File: config.mk
export PLATFORM = sky130hd
export DESIGN_NAME = mc_ctrl
export DESIGN_NICKNAME = d
export VERILOG_FILES = /design/src/rtl/mc_ctrl.sv
export SDC_FILE = /design/constraint.sdc
export NUM_CORES = 1
export LEC_CHECK = 0
export ABC_AREA = 1
export CORE_MARGIN = 4
export CORE_UTILIZATION = 40
export DETAILED_ROUTE_END_ITERATION = 16
export PLACE_DENSITY_LB_ADDON = 0.12
export SLEW_MARGIN = 40
export SYNTH_ARGS = -nofsm -noshare
export SYNTH_HDL_FRONTEND = slang
export SYNTH_SLANG_ARGS = --single-unit
File: constraint.sdc
create_clock -name clk -period 2.35 [get_ports clk]
set_input_delay 0.47 -clock clk [delete_from_list [all_inputs] [get_ports clk]]
set_output_delay 0.47 -clock clk [all_outputs]
set_load 0.02 [all_outputs]
File: src/rtl/mc_ctrl.sv
// Multi-cycle MIPS control FSM (IF/ID/EXE/MEM/WB/TRAP) with memory wait-state handshake,
// bounded memory timeout and illegal-instruction trap. Outputs are decoded combinationally from state.
module mc_ctrl #(
  parameter int ALUCTR_W    = 5,
  parameter int MEM_TIMEOUT = 255,
  parameter int TMO_W       = 8
) (
  input  logic                clk,
  input  logic                rst,
  input  logic [5:0]          op,
  input  logic [5:0]          func,
  input  logic [4:0]          rt,
  input  logic                mem_ready,
  output logic                PCWr,
  output logic                PCWrCond,
  output logic                IRWr,
  output logic [1:0]          RegDst,
  output logic                RegWr,
  output logic                ALUSrc,
  output logic                MemRd,
  output logic                MemWr,
  output logic                IorD,
  output logic [1:0]          MemtoReg,
  output logic [1:0]          ExtOp,
  output logic [1:0]          MemSz,
  output logic [ALUCTR_W-1:0] ALUctr,
  output logic [2:0]          BrType,
  output logic [1:0]          Jump,
  output logic [2:0]          state,
  output logic [1:0]          cause
);

  typedef enum logic [2:0] {
    S_IF = 3'd0, S_ID = 3'd1, S_EXE = 3'd2, S_MEM = 3'd3, S_WB = 3'd4, S_TRAP = 3'd7
  } state_t;

  typedef enum logic [3:0] {
    K_ILL, K_ALUR, K_ALUI, K_LUI, K_LOAD, K_STORE, K_BR, K_J, K_JAL, K_JR, K_JALR
  } kind_t;

  state_t           r_state;
  logic [1:0]       r_cause;
  logic [TMO_W-1:0] r_cnt;

  kind_t      w_kind;
  logic [3:0] w_alu;
  logic [1:0] w_ext;
  logic [2:0] w_br;
  logic [1:0] w_sz;
  logic       w_src;
  logic       w_tmo;

  always_comb begin
    w_kind = K_ILL;
    w_alu  = 4'd0;
    w_ext  = 2'd0;
    w_br   = 3'd0;
    w_sz   = 2'd0;
    case (op)
      6'h00: begin
        w_kind = K_ALUR;
        case (func)
          6'h21: w_alu = 4'd0;
          6'h23: w_alu = 4'd1;
          6'h2A: w_alu = 4'd2;
          6'h24: w_alu = 4'd3;
          6'h27: w_alu = 4'd4;
          6'h25: w_alu = 4'd5;
          6'h26: w_alu = 4'd6;
          6'h00: w_alu = 4'd7;
          6'h02: w_alu = 4'd8;
          6'h2B: w_alu = 4'd9;
          6'h04: w_alu = 4'd12;
          6'h03: w_alu = 4'd13;
          6'h07: w_alu = 4'd14;
          6'h06: w_alu = 4'd15;
          6'h08: w_kind = K_JR;
          6'h09: w_kind = K_JALR;
          default: w_kind = K_ILL;
        endcase
      end
      6'h01: begin
        if (rt == 5'd1) begin
          w_kind = K_BR;
          w_br   = 3'd3;
        end else if (rt == 5'd0) begin
          w_kind = K_BR;
          w_br   = 3'd4;
        end
      end
      6'h02: w_kind = K_J;
      6'h03: w_kind = K_JAL;
      6'h04: begin w_kind = K_BR;   w_br  = 3'd1; w_alu = 4'd1; end
      6'h05: begin w_kind = K_BR;   w_br  = 3'd2; w_alu = 4'd1; end
      6'h06: begin w_kind = K_BR;   w_br  = 3'd6; end
      6'h07: begin w_kind = K_BR;   w_br  = 3'd5; end
      6'h09: begin w_kind = K_ALUI; w_alu = 4'd0; w_ext = 2'd1; end
      6'h0A: begin w_kind = K_ALUI; w_alu = 4'd2; w_ext = 2'd1; end
      6'h0B: begin w_kind = K_ALUI; w_alu = 4'd9; w_ext = 2'd1; end
      6'h0C: begin w_kind = K_ALUI; w_alu = 4'd3; end
      6'h0D: begin w_kind = K_ALUI; w_alu = 4'd5; end
      6'h0E: begin w_kind = K_ALUI; w_alu = 4'd6; end
      6'h0F: begin w_kind = K_LUI;  w_ext = 2'd2; end
      6'h20: begin w_kind = K_LOAD;  w_ext = 2'd1; w_sz = 2'd1; end
      6'h23: begin w_kind = K_LOAD;  w_ext = 2'd1; w_sz = 2'd0; end
      6'h24: begin w_kind = K_LOAD;  w_ext = 2'd1; w_sz = 2'd2; end
      6'h28: begin w_kind = K_STORE; w_ext = 2'd1; w_sz = 2'd1; end
      6'h2B: begin w_kind = K_STORE; w_ext = 2'd1; w_sz = 2'd0; end
      default: w_kind = K_ILL;
    endcase
  end

  assign w_src = (w_kind == K_ALUI) || (w_kind == K_LUI) ||
                 (w_kind == K_LOAD) || (w_kind == K_STORE);

  // The counter may sit at MEM_TIMEOUT for one cycle: a ready arriving then is still a success.
  assign w_tmo = (MEM_TIMEOUT != 0) && (r_cnt == TMO_W'(MEM_TIMEOUT)) && !mem_ready;

  always_ff @(posedge clk) begin
    if (rst) begin
      r_state <= S_IF;
      r_cause <= 2'd0;
      r_cnt   <= '0;
    end else begin
      r_cnt <= '0;
      case (r_state)
        S_IF: begin
          if (mem_ready) begin
            r_state <= S_ID;
          end else if (w_tmo) begin
            r_state <= S_TRAP;
            r_cause <= 2'd2;
          end else begin
            r_cnt <= r_cnt + TMO_W'(1);
          end
        end
        S_ID: begin
          case (w_kind)
            K_ILL: begin
              r_state <= S_TRAP;
              r_cause <= 2'd1;
            end
            K_J, K_JAL, K_JR, K_JALR: r_state <= S_IF;
            default: r_state <= S_EXE;
          endcase
        end
        S_EXE: begin
          case (w_kind)
            K_BR:                  r_state <= S_IF;
            K_LOAD, K_STORE:       r_state <= S_MEM;
            K_ALUR, K_ALUI, K_LUI: r_state <= S_WB;
            default:               r_state <= S_IF;
          endcase
        end
        S_MEM: begin
          if (mem_ready) begin
            r_state <= (w_kind == K_STORE) ? S_IF : S_WB;
          end else if (w_tmo) begin
            r_state <= S_TRAP;
            r_cause <= 2'd2;
          end else begin
            r_cnt <= r_cnt + TMO_W'(1);
          end
        end
        S_WB:    r_state <= S_IF;
        default: r_state <= S_TRAP;
      endcase
    end
  end

  always_comb begin
    PCWr     = 1'b0;
    PCWrCond = 1'b0;
    IRWr     = 1'b0;
    RegDst   = 2'd0;
    RegWr    = 1'b0;
    ALUSrc   = 1'b0;
    MemRd    = 1'b0;
    MemWr    = 1'b0;
    IorD     = 1'b0;
    MemtoReg = 2'd0;
    ExtOp    = 2'd0;
    MemSz    = 2'd0;
    ALUctr   = '0;
    BrType   = 3'd0;
    Jump     = 2'd0;
    case (r_state)
      S_IF: begin
        MemRd = 1'b1;
        if (mem_ready) begin
          IRWr = 1'b1;
          PCWr = 1'b1;
        end
      end
      S_ID: begin
        case (w_kind)
          K_J: begin
            PCWr = 1'b1;
            Jump = 2'd1;
          end
          K_JAL: begin
            PCWr     = 1'b1;
            Jump     = 2'd1;
            RegWr    = 1'b1;
            RegDst   = 2'd2;
            MemtoReg = 2'd2;
          end
          K_JR: begin
            PCWr = 1'b1;
            Jump = 2'd2;
          end
          K_JALR: begin
            PCWr     = 1'b1;
            Jump     = 2'd2;
            RegWr    = 1'b1;
            RegDst   = 2'd1;
            MemtoReg = 2'd2;
          end
          default: ;
        endcase
      end
      S_EXE: begin
        ALUSrc = w_src;
        ExtOp  = w_ext;
        ALUctr = ALUCTR_W'(w_alu);
        if (w_kind == K_BR) begin
          PCWrCond = 1'b1;
          BrType   = w_br;
        end
      end
      S_MEM: begin
        IorD  = 1'b1;
        MemSz = w_sz;
        MemRd = (w_kind == K_LOAD);
        MemWr = (w_kind == K_STORE);
      end
      S_WB: begin
        RegWr    = 1'b1;
        RegDst   = (w_kind == K_ALUR) ? 2'd1 : 2'd0;
        MemtoReg = (w_kind == K_LOAD) ? 2'd1 : (w_kind == K_LUI) ? 2'd3 : 2'd0;
        ALUSrc   = w_src;
        ExtOp    = w_ext;
        ALUctr   = ALUCTR_W'(w_alu);
      end
      default: ;
    endcase
    if (rst) begin
      PCWr     = 1'b0;
      PCWrCond = 1'b0;
      IRWr     = 1'b0;
      RegWr    = 1'b0;
      MemRd    = 1'b0;
      MemWr    = 1'b0;
    end
  end

  assign state = r_state;
  assign cause = r_cause;

endmodule

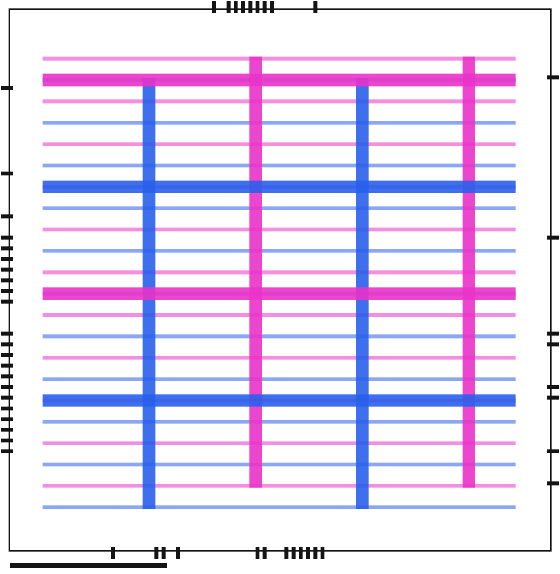
Fig. 1. Supply network (run 1).
Scale bar: 20 um. Pins as bars on the die edge.
net	color
VDD	magenta
VSS	blue
met5 straps	4
met1 rails	22
rows	21
maximum VDD drop: 0.000519 V
height of the die: 68.8 um

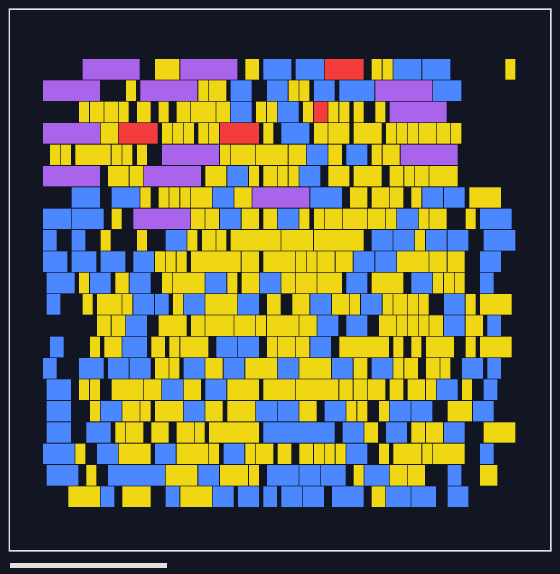
Fig. 2. Cell classes on the final placement (run 1).
Scale bar: 20 um.
class	color	cells	share of their area
clock drivers and dummy loads	red	4	1.7%
sequential cells	purple	13	9.3%
combinational and other logic	yellow	245	53%
remaining buffers and delay cells	blue	125	36%

==> summary.txt, run 1 <==
Implementation results.

The run finished, with violations left. The final reports fail on negative setup slack. The final timing report gives a worst setup slack of -0.0336 ns.

After floorplanning, the core was divided into 21 placement rows. The signal on the critical path passes through buf_6 > nor2_4 > clkbuf_16 > buf_4 > buf_4 > nand2_1 > nor3_2 > nor3_1 > a221oi_2 > buf_4. Summing every instance area after synthesis gives 1480 um2.

The longest clock path from root to sink contains 2 buffers. The final critical path time including I/O delays and setup is 2.38 ns. In this run the horizontal extent of the chip is 68.8 um. The maximum achievable frequency is about 0.42 GHz. The critical path contains buffers and inverters numbering 5 combined. The maximum fanout count along the critical path is 4. The total clock sinks is 13. In this design, the stage delay of the slowest critical-path cell is between 0.2 and 0.25 ns.

The total count of max-transition violations in the final report is 0. Per STA, the worst path accumulates the most delay in the family buffers and inverters. For the worst flop-to-flop path, the logic depth is 8. Entering global routing, the biggest net connects 10 pins. The net count reported at finish is just over 400.

Per the GRT log, the top usage layer is met2. The die covers between 4000 and 5000 um2. The critical path endpoint category is an output pin. The worst hold-check path type is flop to flop. The last element of the critical path is ALUctr[3]. The clock latency of the later-clocked register in the worst-skew pair is 0.25 ns.

The number of filler instances in the final layout is 226. The startpoint of the most critical setup path is op[5]. The power density normalized to cell area is 424 nW/um2.

The detailed placement HPWL is 4050 um. The STA report counts the stages on the worst setup path as 10. The reported leakage power is 1.40 nW.

The number of hold violations in the final report is 0. 0 antenna diodes ended up in the layout. The post-synthesis cell count is 260. The worst setup path category is primary input to output pin. The number of buffers inserted by port buffering is 49.

The number of buffers inserted during clock tree synthesis is 3. The critical path required time is ~1.9 ns. In the final report, the number of endpoints failing setup comes to 2. Per the detail_route report, vias per standard cell equal 5.39.
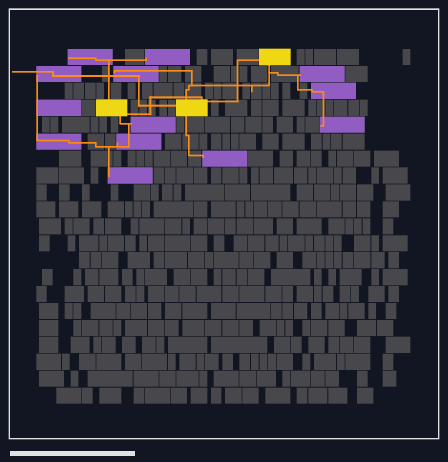
Fig. 3. Clock distribution (run 1).
Scale bar: 20 um.
[clock wires] orange | length: 209 um
[clock drivers] yellow | count: 3
[flip-flops] purple | count: 13
routed clock nets	4

run 1: metrics by stage:
stage	hold slack, ns	worst slack, ns	area (um2)	cells	TNS [ns]
after floorplan	0.430	0.203	1480	260	0
after global placement	0.443	-0.803	2460	412	-14.03
after detailed placement	0.456	-0.821	2460	412	-14.37
after CTS	0.469	0.000319	2600	424	0
after global routing	0.505	-0.109	2840	433	-0.446
final	0.465	-0.0336	2840	433	-0.0510
run 1: Yosys cell counts (all sizes together):
library cell   n  share of area (%)
a21oi         15                5.1
a221oi         1               0.59
a31oi          6                2.5
a32oi          2                1.2
and3           3                1.6
buf            2                1.0
conb           1               0.25
dfxtp         13                 18
ha             1               0.85
inv           44                 11
nand2         50                 14
nand3         27                 11
nand3b         2                1.0
nand4          5                2.1
nor2          62                 20
nor3          11                4.1
nor3b          1               0.51
o211a          1               0.68
o211ai         2                1.0
o21a           1               0.51
o21ai          5                1.7
o21bai         1               0.51
or2            1               0.42
xnor2          1               0.59
xor2           2                1.2
run 1: sequential cells by signal, summed over array words and instances (netlist names):
| register | count |
|---|---|
| cause | 2 |
| state | 3 |
| r_cnt | 8 |
run 1: area by class of cell:
cell class | instances | share of cell area, %
Clock buffer | 3 | 1.45
Sequential cell | 13 | 9.16
Inverter | 44 | 5.90
Clock inverter | 1 | 0.176
Multi-Input combinational cell | 201 | 45.8
Tap cell | 46 | 2.03
Timing Repair Buffer | 125 | 35.4
run 1: cell families (layout without fill, tap and decap cells):
kind of cell	Yosys count	in the layout	synth area share [%]
AND/OR/NAND/NOR	162	162	53.5
buffers and inverters	46	173	12.2
AND-OR/OR-AND	34	34	13.8
flip-flops	13	13	17.6
XOR/XNOR	3	3	1.78
adder cells (fa/ha/maj)	1	1	0.847
other	1	1	0.254
run 1: worst register-to-register path: cells and delay by family, from the launching register on:
family | cells | cell delay [ns]
AND/OR/NAND/NOR | 6 | 0.97
flip-flops | 1 | 0.33
adder cells (fa/ha/maj) | 1 | 0.21
buffers and inverters | 1 | 0.07
run 1: how the worst min path moves through the flow:
stage                    end  slack, ns  cells after the start  startpoint
floorplan           r_cnt[0]       0.43                      1    r_cnt[0]
global placement    r_cnt[0]       0.44                      1    r_cnt[0]
detailed placement  r_cnt[0]       0.46                      1    r_cnt[0]
CTS                 r_cnt[0]       0.47                      1    r_cnt[0]
global route        r_cnt[0]       0.50                      1    r_cnt[0]
finish              r_cnt[3]       0.46                      2    r_cnt[3]
run 1: layer usage:
| layer | vias to the layer above | share of wire (%) |
|---|---|---|
| li1 | 1102 | - |
| met1 | 1075 | 40 |
| met2 | 119 | 47 |
| met3 | 39 | 8.1 |
| met4 | 0 | 4.6 |
| met5 | - | 0 |
run 1: repair_timing:
| action | CTS | global route |
|---|---|---|
| gates cloned | 0 | 1 |
| pin swaps | 18 | 28 |
| endpoints found under the setup margin | 23 | 20 |
| buffers inserted | 8 | 8 |
| resized | 122 | 79 |
run 1: power breakdown:
part           internal (mW)  switching, mW  total, mW
combinational          0.301          0.425      0.726
sequential             0.246         0.0258      0.271
clock                  0.117         0.0902      0.208
==> inputs of run 2 (changes only) <==
--- a/config.mk
+++ b/config.mk
@@ -10,6 +10,8 @@
 export CORE_UTILIZATION = 40
 export DETAILED_ROUTE_END_ITERATION = 16
 export PLACE_DENSITY_LB_ADDON = 0.12
+export RECOVER_POWER = 25
+export REMOVE_ABC_BUFFERS = 1
 export SLEW_MARGIN = 40
 export SYNTH_ARGS = -nofsm -noshare
 export SYNTH_HDL_FRONTEND = slang
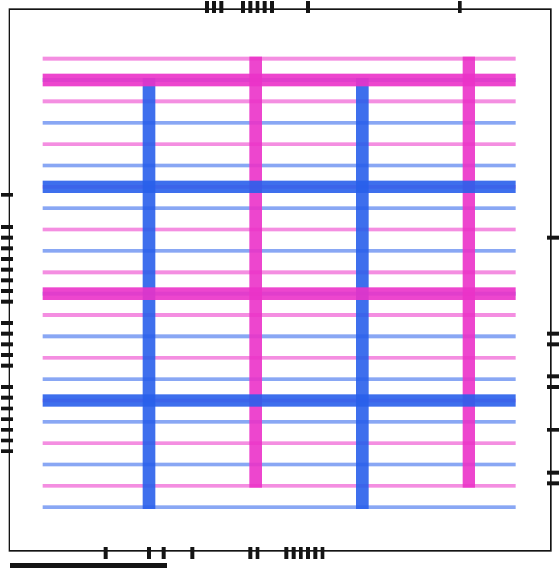
Fig. 4. Supply network (run 2).
Scale bar: 20 um. Pins as bars on the die edge.
net	color
VSS	blue
VDD	magenta
signal pins	51
met4 straps	4
maximum VDD drop: 0.000412 V
Core Box Area: 3440 um2

==> run 2 against run 1 <==
Net effect: the flow now finishes without violations; combinational power is 14% lower; fmax is 3.2% higher; clock skew is 0.0029 ns lower; via count is 8.9% lower; design area is 6.6% lower; global-route usage is 0.16 points lower; synthesized cell count stayed put; synthesized area stayed put; non-clock buffer count is 8 lower; clock power is 5% lower.
==> summary.txt, run 2 <==
Implementation results.

Yosys reports that the most numerous cell types are sky130_fd_sc_hd__nor2_1 (49), sky130_fd_sc_hd__nand2_1 (45), sky130_fd_sc_hd__inv_1 (39). The maximum single-stage delay on the critical path is ~0.16 ns. Subtracting the final worst setup slack from the clock period gives 2.31 ns.

The critical path's most frequent cell is sky130_fd_sc_hd__nand2_2. The critical hold path startpoint is r_cnt[0]. The setup slack of the most critical reg-to-reg path is 0.62 ns. Of all flip-flops after synthesis, the portion carrying an async set or reset was 0%.

The deepest clock path buffer count is 2. STA classifies the critical path startpoint as a primary input. The total instance count after detailed placement is 408. The number of buffers inserted by port buffering is 49.

At the worst endpoint, the required time is 1.88 ns. Per the synthesis report, the XOR/XNOR share of the synthesized area is under 10%. According to the CTS report, the clock sink count is 13. The detailed placement HPWL is around 3900 um. The endpoint of the worst hold-timing path is r_cnt[0]. Max fanout on the critical path was recorded as 5. Hold timing on the final database bottoms out at a slack of ~0.47 ns.

The maximum achievable frequency is 0.433 GHz. For reference, simple AND, OR, NAND and NOR cells occupy 53.5% of the area reported after synthesis. The post-synth tally of flip-flops with integrated enable is 0.

The number of flip-flops in the largest register is 8. The STA report counts the stages on the worst setup path as 13. The final hold violation count recorded for this run is 0. The most common cell in the synthesized netlist is sky130_fd_sc_hd__nor2_1. The area of placed instances is about 2400 um2. The reported leakage power is 1.37 nW.

The post-synthesis share of cell area spent on and-or and or-and gates is 13.8%. The end-of-flow timing check tallies setup violations at 0. The number of logged tool warnings is 27.

The number of instances on the worst hold path is 1. The cell accounting for the most synthesized area is sky130_fd_sc_hd__dfxtp_1. The total count of max-transition violations in the final report is 0. Multiplexer cells account for 0% of the synthesized area.

Of the combinational cells, the family taking the most area is simple AND/OR/NAND/NOR gates. In this run the cell area of the synthesized design comes to 1480 um2. The area fraction of the largest cell type after synthesis is ~18%. The clock latency of the later-clocked register in the worst-skew pair is 0.24 ns. Note that the worst hold path type here is flop to flop. The horizontal die dimension is 68.8 um. Summed over all failing endpoints, the final setup total negative slack is 0 ns.

The flow ran to the end, and the final reports show no timing, DRC or antenna violations. The layout summary lists the proportion of cells stronger than drive strength 1 as approximately two fifths. The top cell family by delay on the critical path is simple AND/OR/NAND/NOR gates. The most common flop cell mapped by yosys is sky130_fd_sc_hd__dfxtp_1. By area the synthesized netlist is led by sky130_fd_sc_hd__dfxtp_1 (18%), sky130_fd_sc_hd__nor2_1 (12%), sky130_fd_sc_hd__nand2_1 (11%). The die extent in y is 68.8 um. Per the post-synthesis report, the number of cells in the design is 260. In this run the full chip footprint comes out at 4730 um2. The worst setup path category is primary input to output pin. Power spread over the standard cell area amounts to 412 nW/um2. Together, buffers and inverters on the worst path number 4. At the end of the flow, the number of nets in the layout was 401. Counting the buffers created by CTS gives 3. The maximum number of pins on one net before global-route repair is 14. Measured in cells, the most critical reg-to-reg path has a length of 9. The final design area excluding fillers is ~2700 um2. The worst slack at placement is -0.812 ns. r_cnt holds more flip-flops than any other register.

The setup slack of the critical path after layout is 0.0399 ns. The number of filler instances in the final layout is 286. The signal on the critical path passes through clkbuf_4 > nand2_2 > inv_1 > nand3_2 > nand2_2 > nor2_4 > nand2_1 > nor2_4 > inv_2 > nor3_2 > nand2_1 > nand2_2 > buf_6.
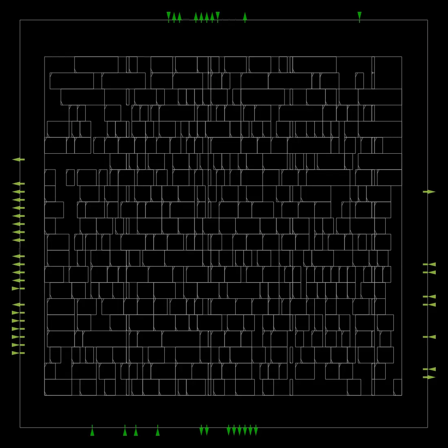
Fig. 5. Cell outlines without signal wires (run 2).
total number of placement rows: 21
count of placed standard cells in the final layout, fillers left out: 425

-- run 2: cell types whose count changed in the layout (fill, tap and decap cells not counted), sizes merged --
cell and delta:
buf -13, clkbuf +6, clkdlybuf4s15 -1, clkdlybuf4s50 -5
clkinv -1, dlygate4sd2 -3, dlygate4sd3 +5, dlymetal6s2s +4
-- run 2: logic make-up (layout without fill, tap and decap cells) --
group	Yosys count	after routing
flops	13	13
xor+xnor	3	3
fa+ha+maj	1	1
simple gates	162	162
compound gates	34	34
other cells	1	1
buf+inv	46	165
-- run 2: report_power, final --
part | internal, mW | switching (mW) | leakage [nW]
Sequential | 0.246 | 0.0264 | 0.106
Clock | 0.120 | 0.0774 | 0.0228
Combinational | 0.262 | 0.362 | 1.25
-- run 2: area by class of cell --
type,instances,area (um2),area share [%]
multi-input combinational,201,1200,45.3
timing repair buffer,117,920,34.7
sequential,13,260,9.81
inverter,44,168,6.32
tap,46,57.6,2.17
clock buffer,4,45.0,1.70
-- run 2: worst max path at each step --
| stage | start | end | slack (ns) |
|---|---|---|---|
| final | op[3] | RegDst[0] | 0.04 |
| after global routing | op[3] | RegDst[0] | -0.05 |
| after CTS | rt[2] | RegDst[0] | -0.05 |
| after detailed placement | op[2] | RegDst[0] | -0.81 |
| after global placement | op[2] | RegDst[0] | -0.79 |
| after floorplan | op[5] | PCWrCond | 0.19 |
-- run 2: timing repair --
| action | in CTS | in global routing |
|---|---|---|
| endpoints found under the setup margin | 23 | 23 |
| setup buffers | 8 | 5 |
| gates resized | 103 | 53 |
| pin swaps | 7 | 17 |
-- run 2: metal layers --
layer	track usage, %	vias to the layer above	routed length (um)
met5	0	-	0
met2	39.2	69	2560
met3	5.35	13	368
li1	-	1082	-
met4	5.60	0	106
met1	28.1	963	2270
==> inputs of run 3 (changes only) <==
--- a/config.mk
+++ b/config.mk
@@ -8,7 +8,9 @@
 export ABC_AREA = 1
 export CORE_MARGIN = 4
 export CORE_UTILIZATION = 40
+export CTS_CLUSTER_DIAMETER = 60
 export DETAILED_ROUTE_END_ITERATION = 16
+export GPL_ROUTABILITY_DRIVEN = 0
 export PLACE_DENSITY_LB_ADDON = 0.12
 export RECOVER_POWER = 25
 export REMOVE_ABC_BUFFERS = 1
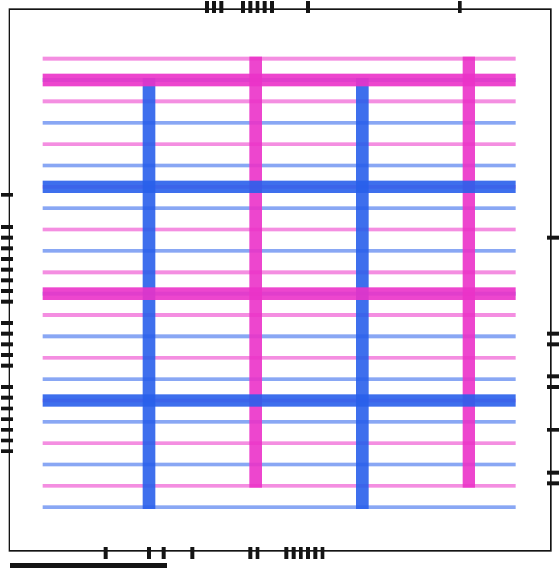
Fig. 6. Supply network (run 3).
Scale bar: 20 um. Pins as bars on the die edge.
net	color
VSS	blue
VDD	magenta
met1 rails	22
met4 straps	4
met5 straps	4
rows	21
signal pins	51

==> run 3 against run 2 <==
Net effect: register-to-register slack barely moved; sequential share of layout area unchanged; synthesized cell count is the same; core utilization unchanged; power unchanged; non-clock buffer count did not move; worst hold slack did not move; cell count unchanged; setup slack stayed put; combinational power about the same.
==> summary.txt, run 3 <==
Implementation results.

The total instance count after detailed placement is 408. The most common cell in the synthesized netlist is sky130_fd_sc_hd__nor2_1. The number of buffers inserted by port buffering is between 40 and 50.

The critical path endpoint category is an output pin. The worst hold-check path type is flop to flop. In this run the biggest area consumer among cell types represents 17.6% of the synthesized area. The switching power share of the total is between 40 and 50%.

In this run the deepest clock path goes through 2 buffers. The number of antenna cells inserted is 0. The total count of max-transition violations in the final report is 0.

Listed in order, past its start point the critical path passes clkbuf_4 > nand2_2 > inv_1 > nand3_2 > nand2_2 > nor2_4 > nand2_1 > nor2_4 > inv_2 > nor3_2 > nand2_1 > nand2_2 > buf_6. The critical path's most frequent cell is sky130_fd_sc_hd__nand2_2. The number of core rows is 21. The relative contribution of sequential cells to total power is 24.9%. The worst setup path is launched from a primary input. The number of global-route vias before repair was 1919.

The maximum number of pins on one net before global-route repair is 14. The maximum single-stage delay on the critical path is approximately 0.16 ns. Per report_power, the clock group accounts for 18.0% of the total. Subtracting the final worst setup slack from the clock period gives 2.31 ns. The die extent in y is 68.8 um.

The later pin in the worst-skew pair is clocked with a latency of 0.24 ns. The wire-length estimate of the detail-placed layout is 3890 um. The number of warnings reported in the stage logs is 27.

The fraction of layout cells with a size suffix above 1 is 40.9%. The cell area that synthesis handed to floorplanning was approximately 1500 um2. In this run the worst path has a maximum fanout of 5. The commonest cells after synthesis are sky130_fd_sc_hd__nor2_1 (49), sky130_fd_sc_hd__nand2_1 (45), sky130_fd_sc_hd__inv_1 (39).

The internal power is 0.628 mW. The synthesis report gives the async set-or-reset register share as 0%. Excluding fillers, the count of instances in the completed layout stands at ~430. The number of buffers inserted during clock tree synthesis is 3. The critical path required time is between 1.5 and 2 ns. Per the finish-stage timing summary, setup violations number 0. The run finished with clean final reports. The number of flip-flops in the largest register is 8. The net count of the finished layout is 401. The share of the Yosys chip area taken by registers is roughly 18%. In this run, synthesis inferred 0 flip-flops with an integrated enable. In this run the power spent charging and discharging nets is 0.466 mW. In the post-synthesis netlist, the biggest area contributors are sky130_fd_sc_hd__dfxtp_1 (18%), sky130_fd_sc_hd__nor2_1 (12%), sky130_fd_sc_hd__nand2_1 (11%). The clock drives 13 sinks. Per the summary, power density relative to cell area is 412 nW/um2. The setup path with the least slack is of type primary input to output pin. For this run, the leading register cell type out of synthesis is sky130_fd_sc_hd__dfxtp_1. VDD sags by at most 0.000412 V.

The chip area is ~4700 um2. The wire length of the first global-routing pass is just over 8000 um. The combinational cell fraction of total power is 57.1%. The reported leakage power is 1.37 nW. The register with the most flip-flops in the final layout is r_cnt. The maximum achievable frequency is 0.433 GHz. Setup repair after global routing could not meet its margin everywhere.

The post-synthesis cell count is 260. For this run, the detailed router reports a per-instance via density of 5.00. The core region is 3440 um2.

For reference, the final report shows the hold violation count at 0.
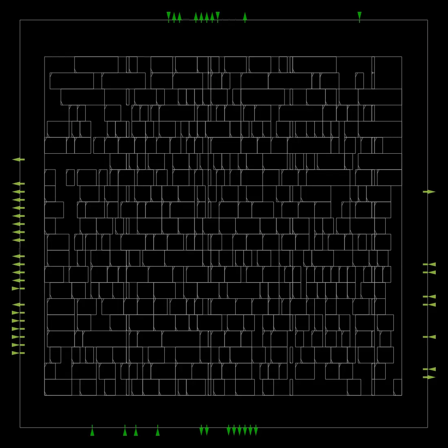
Fig. 7. Cell outlines without signal wires (run 3).
Well-Tap Cells: 46
flip-flops: 13

-- run 3: cell counts after synthesis --
No cell type changed its count.
-- run 3: worst max-delay path: cells and delay by family --
family | cells | cell delay (ns)
and+or+nand+nor | 9 | 0.97
buffers and inverters | 4 | 0.41
-- run 3: cell type report --
type / count / area, um2
Clock buffer: 4 / 45.0
Tap cell: 46 / 57.6
Multi-Input combinational cell: 201 / 1200
Inverter: 44 / 168
Fill cell: 286 / 790
Timing Repair Buffer: 117 / 920
Sequential cell: 13 / 260
-- run 3: worst paths after layout --
kind | startpoint | end | slack (ns) | cells past startpoint
setup / recovery | op[3] | RegDst[0] | 0.04 | 13
hold / removal | r_cnt[0] | r_cnt[0] | 0.47 | 1
setup reg to reg | r_cnt[0] | state[1] | 0.62 | 9
hold reg to reg | r_cnt[0] | r_cnt[0] | 0.47 | 1
-- run 3: what timing repair did --
| item | 4_1_cts | 5_1_grt |
|---|---|---|
| buffers inserted | 8 | 5 |
| gates resized | 103 | 53 |
| pin swaps | 7 | 17 |
| endpoints found under the setup margin | 23 | 23 |
| endpoints found under the hold margin | 0 | 0 |
-- run 3: kinds of logic after synthesis --
group                      after synthesis  share of synthesized area (%)
DFF                                     13                           17.6
AOI/OAI and AO/OA                       34                           13.8
adders and majority gates                1                          0.847
xor gates and xnor gates                 3                           1.78
buffers and inverters                   46                           12.2
and+or+nand+nor                        162                           53.5
other                                    1                          0.254
-- run 3: power groups by stage --
stage          Combinational [mW]  Sequential [mW]  Clock, mW
4_1_cts                     0.608            0.271      0.204
3_5_place_dp                0.607            0.275          0
5_1_grt                     0.683            0.277      0.214
2_1_floorplan               0.282            0.295          0
6_report                    0.625            0.272      0.197
3_3_place_gp                0.601            0.274          0
-- run 3: routing by layer --
layer	track usage, %	vias up	wire (um)
met2	39.2	69	2560
met3	5.35	13	368
met4	5.60	0	106
met1	28.1	963	2270
met5	0	-	0
li1	-	1082	-
-- run 3: stage by stage --
| stage | setup TNS [ns] | util, % | worst slack [ns] | hold WS, ns | cell area, um2 |
|---|---|---|---|---|---|
| 2_1_floorplan | 0 | - | 0.189 | 0.430 | 1460 |
| 3_3_place_gp | -13.81 | 70.7 | -0.793 | 0.443 | 2430 |
| 3_5_place_dp | -13.99 | 70.7 | -0.812 | 0.450 | 2430 |
| 4_1_cts | -0.0538 | 74.8 | -0.0488 | 0.463 | 2580 |
| 5_1_grt | -0.134 | 77.1 | -0.0496 | 0.504 | 2650 |
| 6_report | 0 | 77.1 | 0.0399 | 0.469 | 2650 |
Power and IR drop assume default switching activity.
